`src/rtl/tx_fcs_ctrl.sv`:
```
// Ethernet TX FCS appender: passes AXI-Stream frames through one register stage,
// drives an external CRC32 engine and appends the 4-byte FCS after the last data byte.
module tx_fcs_ctrl #(
    parameter int unsigned DATA_WIDTH = 32,
    parameter int unsigned KEEP_WIDTH = DATA_WIDTH / 8
) (
    input  logic                  i_clk,
    input  logic                  i_reset,
    input  logic [DATA_WIDTH-1:0] s_axis_tdata,
    input  logic [KEEP_WIDTH-1:0] s_axis_tkeep,
    input  logic                  s_axis_tvalid,
    input  logic                  s_axis_tlast,
    output logic                  s_axis_tready,
    output logic [DATA_WIDTH-1:0] m_axis_tdata,
    output logic [KEEP_WIDTH-1:0] m_axis_tkeep,
    output logic                  m_axis_tvalid,
    output logic                  m_axis_tlast,
    input  logic                  m_axis_tready,
    output logic [DATA_WIDTH-1:0] o_crc_data,
    output logic [DATA_WIDTH-1:0] o_crc_state,
    output logic [KEEP_WIDTH-1:0] o_crc_data_valid,
    input  logic [DATA_WIDTH-1:0] i_crc,
    input  logic [DATA_WIDTH-1:0] i_crc_state_next,
    output logic                  o_keep_err,
    output logic                  o_frame_done
);

    typedef enum logic [1:0] {ST_IDLE, ST_DATA, ST_TAIL} state_e;

    state_e                state_q,      state_d;
    logic [DATA_WIDTH-1:0] crc_state_q,  crc_state_d;
    logic [DATA_WIDTH-1:0] out_data_q,   out_data_d;
    logic [KEEP_WIDTH-1:0] out_keep_q,   out_keep_d;
    logic                  out_valid_q,  out_valid_d;
    logic                  out_last_q,   out_last_d;
    logic [DATA_WIDTH-1:0] tail_data_q,  tail_data_d;
    logic [KEEP_WIDTH-1:0] tail_keep_q,  tail_keep_d;

    logic                  keep_legal;
    logic [KEEP_WIDTH-1:0] crc_keep;
    logic                  accept;
    logic                  out_fire;

    // Handshake and CRC-engine side; kept apart from next-state logic to avoid a comb loop via i_crc
    always_comb begin
        if (s_axis_tlast) begin
            keep_legal = (s_axis_tkeep == 4'b0001) || (s_axis_tkeep == 4'b0011) ||
                         (s_axis_tkeep == 4'b0111) || (s_axis_tkeep == 4'b1111);
        end else begin
            keep_legal = (s_axis_tkeep == 4'b1111);
        end
        crc_keep         = keep_legal ? s_axis_tkeep : 4'b1111;
        s_axis_tready    = (state_q != ST_TAIL) && (!out_valid_q || m_axis_tready);
        accept           = s_axis_tvalid && s_axis_tready;
        out_fire         = out_valid_q && m_axis_tready;
        o_crc_data       = s_axis_tdata;
        o_crc_state      = crc_state_q;
        o_crc_data_valid = crc_keep;
        o_keep_err       = accept && !keep_legal && !i_reset;
        o_frame_done     = out_fire && out_last_q;
    end

    always_comb begin
        state_d     = state_q;
        crc_state_d = crc_state_q;
        out_data_d  = out_data_q;
        out_keep_d  = out_keep_q;
        out_valid_d = out_valid_q;
        out_last_d  = out_last_q;
        tail_data_d = tail_data_q;
        tail_keep_d = tail_keep_q;

        case (state_q)
            ST_IDLE, ST_DATA: begin
                if (accept && !s_axis_tlast) begin
                    out_data_d  = s_axis_tdata;
                    out_keep_d  = s_axis_tkeep;
                    out_last_d  = 1'b0;
                    out_valid_d = 1'b1;
                    crc_state_d = i_crc_state_next;
                    state_d     = ST_DATA;
                end else if (accept) begin
                    // Last beat: FCS fills the free upper lanes, the rest goes to the tail beat
                    out_keep_d  = 4'b1111;
                    out_last_d  = 1'b0;
                    out_valid_d = 1'b1;
                    crc_state_d = '1;
                    state_d     = ST_TAIL;
                    case (crc_keep)
                        4'b0001: begin
                            out_data_d  = {i_crc[23:0], s_axis_tdata[7:0]};
                            tail_data_d = {24'd0, i_crc[31:24]};
                            tail_keep_d = 4'b0001;
                        end
                        4'b0011: begin
                            out_data_d  = {i_crc[15:0], s_axis_tdata[15:0]};
                            tail_data_d = {16'd0, i_crc[31:16]};
                            tail_keep_d = 4'b0011;
                        end
                        4'b0111: begin
                            out_data_d  = {i_crc[7:0], s_axis_tdata[23:0]};
                            tail_data_d = {8'd0, i_crc[31:8]};
                            tail_keep_d = 4'b0111;
                        end
                        default: begin
                            out_data_d  = s_axis_tdata;
                            tail_data_d = i_crc;
                            tail_keep_d = 4'b1111;
                        end
                    endcase
                end else if (out_fire) begin
                    out_valid_d = 1'b0;
                end
            end
            ST_TAIL: begin
                if (out_fire) begin
                    out_data_d  = tail_data_q;
                    out_keep_d  = tail_keep_q;
                    out_last_d  = 1'b1;
                    out_valid_d = 1'b1;
                    state_d     = ST_IDLE;
                end
            end
            default: state_d = ST_IDLE;
        endcase
    end

    always_ff @(posedge i_clk) begin
        if (i_reset) begin
            state_q     <= ST_IDLE;
            crc_state_q <= '1;
            out_data_q  <= '0;
            out_keep_q  <= '0;
            out_valid_q <= 1'b0;
            out_last_q  <= 1'b0;
            tail_data_q <= '0;
            tail_keep_q <= '0;
        end else begin
            state_q     <= state_d;
            crc_state_q <= crc_state_d;
            out_data_q  <= out_data_d;
            out_keep_q  <= out_keep_d;
            out_valid_q <= out_valid_d;
            out_last_q  <= out_last_d;
            tail_data_q <= tail_data_d;
            tail_keep_q <= tail_keep_d;
        end
    end

    assign m_axis_tdata  = out_data_q;
    assign m_axis_tkeep  = out_keep_q;
    assign m_axis_tvalid = out_valid_q;
    assign m_axis_tlast  = out_last_q;

endmodule

```
`config.mk`:
```
export PLATFORM = sky130hd
export DESIGN_NAME = tx_fcs_ctrl
export DESIGN_NICKNAME = d
export VERILOG_FILES = /design/src/rtl/tx_fcs_ctrl.sv
export SDC_FILE = /design/constraint.sdc
export NUM_CORES = 1
export LEC_CHECK = 0
export ABC_AREA = 0
export CORE_AREA = 4 4 110 138
export CTS_BUF_LIST = sky130_fd_sc_hd__clkbuf_8 sky130_fd_sc_hd__clkbuf_16
export DETAILED_ROUTE_END_ITERATION = 6
export DIE_AREA = 0 0 114 142
export GPL_TIMING_DRIVEN = 0
export PLACE_DENSITY = 0.76
export SLEW_MARGIN = 40
export SYNTH_ARGS = -nofsm -noshare
export SYNTH_HDL_FRONTEND = slang
export SYNTH_SLANG_ARGS = --single-unit
```
`constraint.sdc`:
```
create_clock -name i_clk -period 1.7 [get_ports i_clk]
set_input_delay 0.34 -clock i_clk [delete_from_list [all_inputs] [get_ports i_clk]]
set_output_delay 0.34 -clock i_clk [all_outputs]
set_load 0.05 [all_outputs]
```
Figure 1. I/O nets highlighted (run 1).
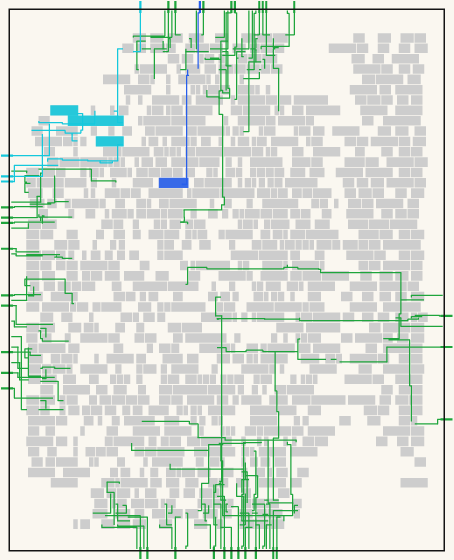
`o_crc_data`: in green, direction output, edge 11 bottom, 9 top, 9 left, 3 right, end cells 0, buffers 96, wire 1850 um. `m_axis_tkeep`: in cyan, direction output, edge 3 left, 1 top, end cells 4, buffers 4, wire 161 um. `o_keep_err`: in blue, direction output, edge top, end cells 1, buffers 1, wire 48.2 um.

Figure 2. Placed cells, one colour a class (run 1).
Bar = 20 um.
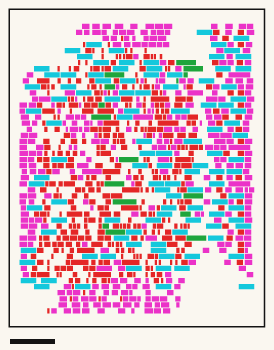
clock drivers and dummy loads: in green, cells 16, share of their area 3.7%. sequential cells: in cyan, cells 108, share of their area 26%. remaining logic cells: in red, cells 411, share of their area 35%. remaining buffers and delay cells: in magenta, cells 333, share of their area 36%.

==> impl_metrics.yaml, run 1 <==
# flow metrics
cells_and_area:
  final.fill_count: 1214
  finalNonFillerCells: 1043
  flop_area_um2: 2171
power_and_ir_drop:
  finalPower_mw: 7.336
  leakage_nw: 3.499
  power_density_nw_per_um2: 845.0
logic_synthesis:
  synthCells: 611
  netlist_area_um2: 5418
  ys_sh_simple: 0.1880
  ys_seq_elements: 108
  synthAdderAreaFrac: 0
  yosys_area_um2: 5418
  syn-num-nets: 716
  xor_area_frac: 0
setup_path:
  crit_fanout: 3
  startpoint_type: "flop"
route:
  drt-met1-wl_um: 8254
  drc: 0
  firstDrtPassIters: 5
  wl_per_cell_um: 21.30
  wl_um: 22210
  drtIter0Drc: 512
  top_layer_used: "met4"
clock_tree:
  cts_buffer_depth: 2
  numCtsBuffers: 9
  clkLatencyLatePin_ns: 0.35
  cts_hold_buf: 0
  clk_pin_slew_ns: 0.07
run_status:
  violations: "negative setup slack"
  status: "complete, but fails checks"
floorplan:
  fp_util: 0.3922
  die_x_um: 114
  core_area_um2: 13810
  io_pins: 214
hold_path:
  hp-class: "in -> reg"
sta:
  fin_ws_ns: -0.1512
  hold_slack_ns: 0.3891
  fin_tns_setup_ns: -0.2743
  finalSetupViolations: 16
  hold_viol: 0
job:
  warnings: 29
  cap_violations: 0
place:
  placedCellCount: 998
global_routing:
  grt_pass1_vias: 6037
  overflow: 0
Figure 3. Routing congestion map (run 1).
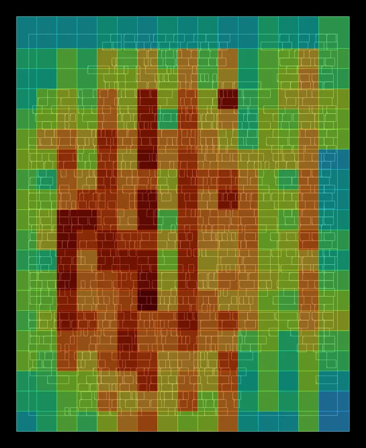
met2 Resource Use GR: 0.4688
met1 Resource Use GR: 0.3098

-- run 1: critical path, delay by kind of cell, from the launching register on --
family	cells	cell delay, ns
buf+inv	2	0.30
compound gates	1	0.20
flops	1	0.33
simple gates	3	0.33
-- run 1: area by class of cell --
cell class,count,share of cell area
multi-input combinational,409,0.3378
buffer,87,0.08070
tap,175,0.02522
clock inverter,5,0.006629
timing repair buffer,246,0.2696
clock buffer,11,0.02911
sequential,108,0.2500
inverter,2,0.0008647
-- run 1: power by group through the flow --
stage | sequential (mW) | clock [mW] | combinational, mW
final | 2.81 | 2.23 | 2.29
after global routing | 2.84 | 2.35 | 2.41
after CTS | 2.81 | 2.25 | 2.25
after detailed placement | 2.88 | 0 | 2.16
after global placement | 2.87 | 0 | 2.15
after floorplan | 3.28 | 0 | 0.874
-- run 1: synth_stat cells, types with 4 or more instances --
| cell type | count | share of area |
|---|---|---|
| a2111oi_0 | 7 | 0.011 |
| a211oi_1 | 24 | 0.033 |
| a21oi_1 | 33 | 0.030 |
| a221oi_1 | 17 | 0.027 |
| a22oi_1 | 8 | 0.011 |
| a311oi_1 | 17 | 0.027 |
| a31o_2 | 16 | 0.026 |
| and3_1 | 13 | 0.015 |
| buf_2 | 25 | 0.023 |
| buf_4 | 35 | 0.048 |
| buf_6 | 4 | 0.0083 |
| clkbuf_1 | 28 | 0.019 |
| dfxtp_1 | 108 | 0.40 |
| mux2i_1 | 8 | 0.015 |
| mux4_2 | 7 | 0.029 |
| nand2_1 | 49 | 0.034 |
| nand2b_1 | 5 | 0.0058 |
| nand3_1 | 18 | 0.017 |
| nand3b_1 | 10 | 0.014 |
| nor2_1 | 64 | 0.044 |
| nor2b_1 | 11 | 0.013 |
| nor3_1 | 10 | 0.0092 |
| o21ai_0 | 17 | 0.016 |
| o221ai_1 | 4 | 0.0065 |
| o22a_1 | 32 | 0.052 |
| o41ai_1 | 8 | 0.013 |
| or3_1 | 8 | 0.0092 |
| or4b_2 | 7 | 0.013 |
-- run 1: path summary, 6_finish.rpt --
check        cells after the start         endpoint  slack [ns]           start
min reg2reg                      1   o_crc_state[0]        0.46  o_crc_state[0]
min                              3       state_q[0]        0.39    s_axis_tlast
max                              6       o_keep_err       -0.15      state_q[1]
max reg2reg                      7  o_crc_state[14]       -0.02      state_q[0]
-- run 1: registers in the layout, summed over array words and instances (netlist names) --
name	count
m_axis_tkeep	4
tail_keep_q	4
m_axis_tdata	32
o_crc_state	32
m_axis_tlast	1
state_q	2
tail_data_q	32
m_axis_tvalid	1
-- run 1: cell families (layout without fill, tap and decap cells) --
logic type / after synthesis / in the layout
and+or+nand+nor: 203 / 203
AOI/OAI and AO/OA: 187 / 187
DFF: 108 / 108
buffers and inverters: 94 / 351
muxes: 18 / 18
other: 1 / 1
-- run 1: what timing repair did --
item / 4_1_cts / 5_1_grt
endpoints found under the setup margin: 215 / 91
gates resized: 328 / 42
setup buffers: 26 / 6
cloned: 3 / 0
pin swaps: 6 / 5
-- run 1: metal layers --
layer,global-route usage,up-vias
met2,0.4688,386
met4,0.1282,0
li1,-,2778
met3,0.05232,69
met5,0,-
met1,0.3098,2839
Figure 4. Drive-strength map (run 1).
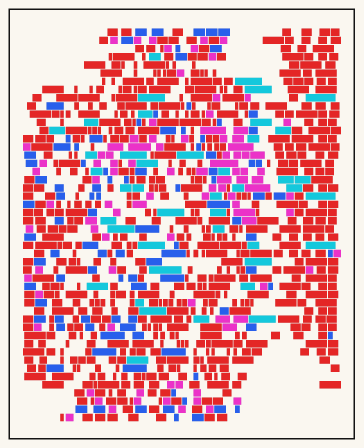

## Run 2: what changed since run 1
--- a/config.mk
+++ b/config.mk
@@ -6,10 +6,10 @@
 export NUM_CORES = 1
 export LEC_CHECK = 0
 export ABC_AREA = 0
-export CORE_AREA = 4 4 110 138
+export CORE_AREA = 4 4 88 172
 export CTS_BUF_LIST = sky130_fd_sc_hd__clkbuf_8 sky130_fd_sc_hd__clkbuf_16
 export DETAILED_ROUTE_END_ITERATION = 6
-export DIE_AREA = 0 0 114 142
+export DIE_AREA = 0 0 92 176
 export GPL_TIMING_DRIVEN = 0
 export PLACE_DENSITY = 0.76
 export SLEW_MARGIN = 40
Figure 5. Drive-strength map (run 2).
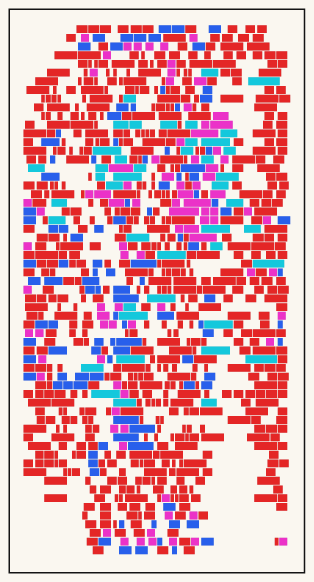
x2: in blue, cells 109, most used clkdlybuf4s15_2. x6 and larger: in cyan, cells 43. x3 and x4: in magenta, cells 87, most used buf_4. x1 and smaller: in red, cells 630, most used dfxtp_1.
nonclk buf count: 333
setup ws final: -0.1233 ns
fin area: 8718 um^2
P&R area growth vs syn: 60.92%

==> run 2 against run 1 <==
  * The flow still finishes with violations (negative setup slack)
  * Count of clock-buffer cells in the layout shrank 1
  * Routed wire length grew 1.6%
  * Die area is essentially flat
  * Via count shrank 1.1%
  * Critical path depth is the same
  * Clock skew grew 0.0068 ns
  * Worst setup slack gained 0.028 ns
  * Synthesized cell count is the same
  * Flip-flop count is the same
  * Fmax grew 1.5%
  * Total power shrank 1.9%
  * Non-clock buffer count is the same
  * Critical path type unchanged
  * Largest power group unchanged
==> impl_metrics.yaml, run 2 <==
# flow metrics
route:
  wl_um: 22560
job:
  warnings: 29
power_and_ir_drop:
  leakage_nw: 3.503
run_status:
  status: "complete, but fails checks"
  violations: "negative setup slack"
floorplan:
  io_pins: 214
  die_x_um: 92
logic_synthesis:
  area_leaders: "dfxtp_1 40%, o22a_1 5.2%, buf_4 4.8%, nor2_1 4.4%, nand2_1 3.4%"
  synth_top_cell_by_count: "dfxtp_1"
  netlist_area_um2: 5418
setup_path:
  crit_fanout: 3
  rr_worst_depth: 7
  startpoint_type: "flop"
global_routing:
  overflow: 0
hold_path:
  hp-class: "in -> reg"
clock_tree:
  cts_hold_buf: 0
  numCtsBuffers: 9
  cts_buffer_depth: 2
sta:
  fin_ws_ns: -0.1233
  finalSetupViolations: 5
Figure 6. Placed cells, one colour a class (run 2).
Bar = 20 um.
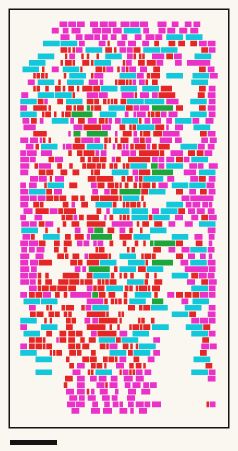
sequential cells: in cyan, cells 108, share of their area 26%. remaining buffers and delay cells: in magenta, cells 333, share of their area 36%. clock drivers and dummy loads: in green, cells 16, share of their area 3.4%. remaining logic cells: in red, cells 412, share of their area 35%.
utilization of the core after routing: 0.6276
row cnt: 61
flop share of the area: 0.2490
Core Box Area: 13890 um^2

run 2: cell counts after synthesis:
Identical to the previous run, type by type.
run 2: cells by family after synthesis:
| family | count (synthesis) |
|---|---|
| compound gates | 187 |
| simple gates | 203 |
| flops | 108 |
| buf+inv | 94 |
| mux | 18 |
| other cells | 1 |
run 2: critical path: cells and delay by family, from the launching register on:
family                 cells  cell delay [ns]
DFF                        1             0.33
and+or+nand+nor            3             0.32
AOI/OAI and AO/OA          1             0.19
buffers and inverters      2             0.30
run 2: routing by layer:
metal / up-vias / share of wire / track usage
met5: - / 0 / 0
met4: 0 / 0.073 / 0.2041
met3: 93 / 0.061 / 0.04392
met2: 310 / 0.54 / 0.5040
met1: 2823 / 0.33 / 0.2503
li1: 2778 / - / -
run 2: worst max path at each step:
stage / to / slack [ns] / depth (start not counted)
finish: o_keep_err / -0.12 / 6
global route: o_keep_err / -0.16 / 6
CTS: o_keep_err / -0.37 / 8
detailed placement: o_keep_err / -1.47 / 7
global placement: o_keep_err / -1.48 / 7
floorplan: o_keep_err / -0.17 / 5
run 2: cell type report:
type / instances / area [um^2] / area share
Buffer: 89 / 724.4 / 0.08309
Clock buffer: 10 / 239.0 / 0.02741
Inverter: 2 / 7.507 / 0.0008611
Sequential cell: 108 / 2171 / 0.2490
Antenna cell: 1 / 2.502 / 0.0002870
Clock inverter: 6 / 46.29 / 0.005310
Multi-Input combinational cell: 410 / 2942 / 0.3374
Tap cell: 189 / 236.5 / 0.02712
Timing Repair Buffer: 244 / 2350 / 0.2695
run 2: where the power goes:
| part | internal [mW] | total (mW) | switching (mW) |
|---|---|---|---|
| registers | 2.71 | 2.81 | 0.0951 |
| clock network | 1.05 | 2.07 | 1.02 |
| logic | 0.913 | 2.31 | 1.40 |
run 2: what timing repair did:
item | 4_1_cts | 5_1_grt
buffers inserted | 23 | 8
pin swaps | 8 | 4
gates resized | 335 | 34
gates cloned | 3 | 1
setup endpoints to repair | 215 | 88
run 2: stage by stage:
| step | instance area [um^2] | util | power (mW) | setup slack [ns] |
|---|---|---|---|---|
| 3_3_place_gp | 7806 | 0.5620 | 5.024 | -1.485 |
| 3_5_place_dp | 7807 | 0.5621 | 5.042 | -1.475 |
| 4_1_cts | 8653 | 0.6230 | 7.170 | -0.3654 |
| 2_1_floorplan | 5448 | - | 4.152 | -0.1686 |
| 6_report | 8718 | 0.6276 | 7.193 | -0.1233 |
| 5_1_grt | 8718 | 0.6276 | 7.459 | -0.1646 |
Power and IR drop assume default switching activity.
